`src/rtl/uart_tx_fifo.sv`:
```
// Byte FIFO feeding uart_tx: buffers single-cycle write strobes and drains one byte
// per serial frame using the tx_start / tx_busy handshake, abandoning a frame if busy never rises.
module uart_tx_fifo #(
    parameter int DEPTH     = 16,
    parameter int AW        = 4,
    parameter int BUSY_WAIT = 4
) (
    input  logic          clk,
    input  logic          rst,
    input  logic          wr_en,
    input  logic [7:0]    wr_data,
    output logic          full,
    output logic          empty,
    output logic [AW:0]   count,
    output logic          overflow,
    output logic          ovf_sticky,
    output logic          tx_start,
    output logic [7:0]    tx_data,
    input  logic          tx_busy,
    output logic          tx_err
);

    localparam int WW = $clog2(BUSY_WAIT + 1);

    typedef enum logic [1:0] {
        IDLE    = 2'd0,
        START   = 2'd1,
        WAIT_HI = 2'd2,
        WAIT_LO = 2'd3
    } state_t;

    state_t        state_q, state_d;
    logic [7:0]    mem_q [DEPTH];
    logic [AW-1:0] wr_ptr_q, wr_ptr_d;
    logic [AW-1:0] rd_ptr_q, rd_ptr_d;
    logic [AW:0]   count_q, count_d;
    logic          full_q, full_d;
    logic          empty_q, empty_d;
    logic          overflow_q, overflow_d;
    logic          ovf_sticky_q, ovf_sticky_d;
    logic [7:0]    tx_data_q, tx_data_d;
    logic [WW-1:0] wait_cnt_q, wait_cnt_d;
    logic          tx_err_c;

    logic          pop;
    logic          wr_accept;
    logic          wr_drop;

    // A pop frees a slot in the same cycle, so a write at full is still accepted when paired with a pop.
    assign pop       = (state_q == IDLE) && (count_q != '0);
    assign wr_accept = wr_en && ((count_q < (AW+1)'(DEPTH)) || pop);
    assign wr_drop   = wr_en && !wr_accept;

    always_comb begin
        wr_ptr_d     = wr_ptr_q;
        rd_ptr_d     = rd_ptr_q;
        count_d      = count_q;
        tx_data_d    = tx_data_q;
        overflow_d   = wr_drop;
        ovf_sticky_d = ovf_sticky_q | wr_drop;

        if (wr_accept) begin
            wr_ptr_d = wr_ptr_q + AW'(1);
        end
        if (pop) begin
            tx_data_d = mem_q[rd_ptr_q];
            rd_ptr_d  = rd_ptr_q + AW'(1);
        end

        if (wr_accept && !pop) begin
            count_d = count_q + (AW+1)'(1);
        end else if (pop && !wr_accept) begin
            count_d = count_q - (AW+1)'(1);
        end

        full_d  = (count_d == (AW+1)'(DEPTH));
        empty_d = (count_d == '0);
    end

    // A busy timeout drops the byte without retry; the next byte is popped on return to IDLE.
    always_comb begin
        state_d    = state_q;
        wait_cnt_d = wait_cnt_q;
        tx_err_c   = 1'b0;

        case (state_q)
            IDLE: begin
                if (pop) begin
                    state_d = START;
                end
            end
            START: begin
                state_d    = WAIT_HI;
                wait_cnt_d = '0;
            end
            WAIT_HI: begin
                if (tx_busy) begin
                    state_d = WAIT_LO;
                end else if (wait_cnt_q == WW'(BUSY_WAIT - 1)) begin
                    tx_err_c = 1'b1;
                    state_d  = IDLE;
                end else begin
                    wait_cnt_d = wait_cnt_q + WW'(1);
                end
            end
            WAIT_LO: begin
                if (!tx_busy) begin
                    state_d = IDLE;
                end
            end
            default: begin
                state_d = IDLE;
            end
        endcase
    end

    always_ff @(posedge clk or posedge rst) begin
        if (rst) begin
            state_q      <= IDLE;
            wr_ptr_q     <= '0;
            rd_ptr_q     <= '0;
            count_q      <= '0;
            full_q       <= 1'b0;
            empty_q      <= 1'b1;
            overflow_q   <= 1'b0;
            ovf_sticky_q <= 1'b0;
            tx_data_q    <= 8'h00;
            wait_cnt_q   <= '0;
        end else begin
            state_q      <= state_d;
            wr_ptr_q     <= wr_ptr_d;
            rd_ptr_q     <= rd_ptr_d;
            count_q      <= count_d;
            full_q       <= full_d;
            empty_q      <= empty_d;
            overflow_q   <= overflow_d;
            ovf_sticky_q <= ovf_sticky_d;
            tx_data_q    <= tx_data_d;
            wait_cnt_q   <= wait_cnt_d;
        end
    end

    // Storage carries no reset; at full wr_ptr equals rd_ptr, and the pop reads the old byte before it is overwritten.
    always_ff @(posedge clk) begin
        if (wr_accept) begin
            mem_q[wr_ptr_q] <= wr_data;
        end
    end

    assign full       = full_q;
    assign empty      = empty_q;
    assign count      = count_q;
    assign overflow   = overflow_q;
    assign ovf_sticky = ovf_sticky_q;
    assign tx_start   = (state_q == START);
    assign tx_data    = tx_data_q;
    assign tx_err     = tx_err_c;

endmodule

```
`config.mk`:
```
export PLATFORM = sky130hd
export DESIGN_NAME = uart_tx_fifo
export DESIGN_NICKNAME = d
export VERILOG_FILES = /design/src/rtl/uart_tx_fifo.sv
export SDC_FILE = /design/constraint.sdc
export NUM_CORES = 1
export LEC_CHECK = 0
export CAP_MARGIN = 30
export CELL_PAD_IN_SITES_DETAIL_PLACEMENT = 2
export CELL_PAD_IN_SITES_GLOBAL_PLACEMENT = 2
export CORE_MARGIN = 8
export CORE_UTILIZATION = 45
export DETAILED_ROUTE_END_ITERATION = 8
export PLACE_DENSITY = 0.84
export SLEW_MARGIN = 20
export SYNTH_ARGS = -nofsm -noshare
export SYNTH_HDL_FRONTEND = slang
export SYNTH_SLANG_ARGS = --single-unit
```
`constraint.sdc`:
```
create_clock -name clk -period 2.9 [get_ports clk]
set_input_delay 0.435 -clock clk [delete_from_list [all_inputs] [get_ports clk]]
set_output_delay 0.435 -clock clk [all_outputs]
set_load 0.05 [all_outputs]
```
==> reports/metrics.csv <==
stage,metric,value,unit
cts,cts.sinks,158,
detailed_routing,dr_wl_met2,9960,um
timing,drv_slew,0,
floorplanning,fp_util,0.452,
setup_path,worstPathArrival,2250,ps
pwr,total_power,8.06,mW
setup_path,worstReg2RegEnd,mem_q[8][6],
setup_path,cp_cell_sequence,"inv_1, ha_1, and3b_1, clkdlybuf4s50_1",
pwr,pwr-share-comb,0.343,
outcome,outcome,"finished, final reports clean",
synth,synth_warnings,0,
setup_path,cp_num_cells,4,
timing,finalSetupViolCount,0,
synth,async_reset_ff_frac,0.190,
timing,min_period,2680,ps
grt,grt_pass1_wl,28200,um
setup_path,crit_path_max_fanout,6,
cts,cts_tree,yes,
placement,dpl-instance-area,7120,um2
detailed_routing,viasPerCell,5.88,
cts,worstSkewPairLatency,430,ps
floorplanning,die_y,136,um
final_layout,largest_reg_flops,128,
setup_path,r2r_start,state_q[0],
timing,skew,12.2,ps
setup_path,crit_start,state_q[0],
==> images/final_placement.png <==
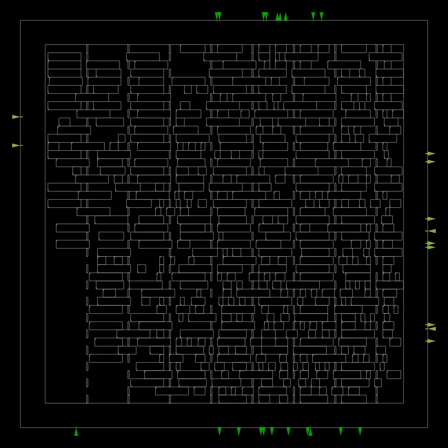
Layout Cells excl Fill: 633
TAP cells: 184
final core occ: 0.539
Seq/total area: 0.596
Filler cells: 1255

==> images/cell_classes.png <==
Scale bar: 50 um. Fill, decap, tap and diode cells in gray.
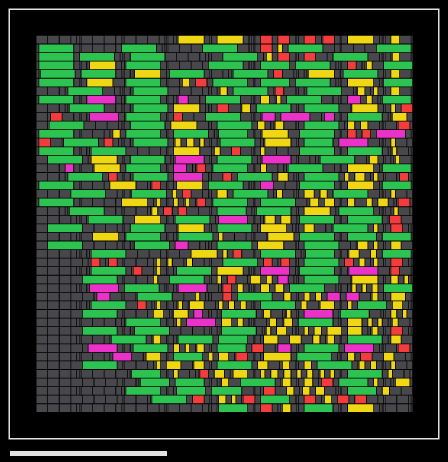
- all other logic: yellow (cells 199; share of their area 24%)
- clock drivers and dummy loads: magenta (cells 32; share of their area 7.8%)
- flip-flops: green (cells 158; share of their area 61%)
- other buffers and delay cells: red (cells 60; share of their area 7.0%)
Rows: 44
Final Instance Area: 7710 um2
core area: 14300 um2

==> images/gate_families.png <==
Scale bar: 50 um.
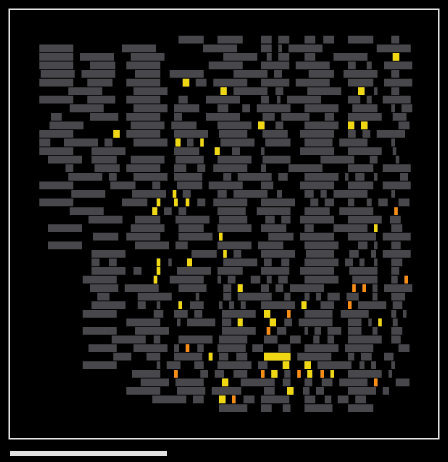
- NOR gates: yellow (cells 40)
- inverters: orange (cells 14)
fraction of area in multi-input gates: 0.223
Top cell excl fill/tap: edfxtp_1

==> images/met4.png <==
Scale bar: 50 um.
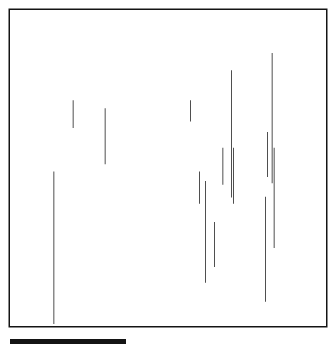
- share of all routed wire: 2.4%
- nets with wire on the layer: 13

==> images/metal_stack.png <==
Scale bar: 50 um.
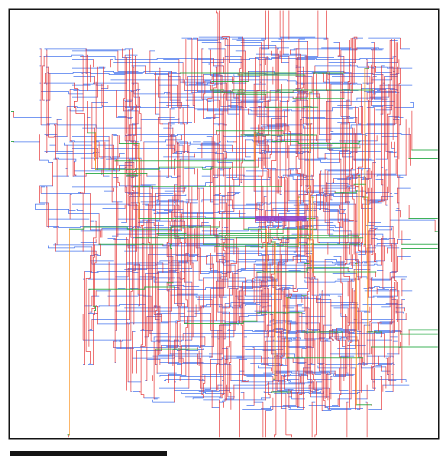
- met2: red (wire length 9960 um)
- met3: green (wire length 1130 um)
- met4: orange (wire length 442 um)
- met5: purple (wire length 14.7 um)
- met1: blue (wire length 7170 um)
Avg WL per Cell: 29.6 um
total number of vias: 3719
Total Routing Usage GR: 0.217
DRT Wirelength: 18700 um

Power figures rest on the tool's default switching activity, not on a simulated workload.
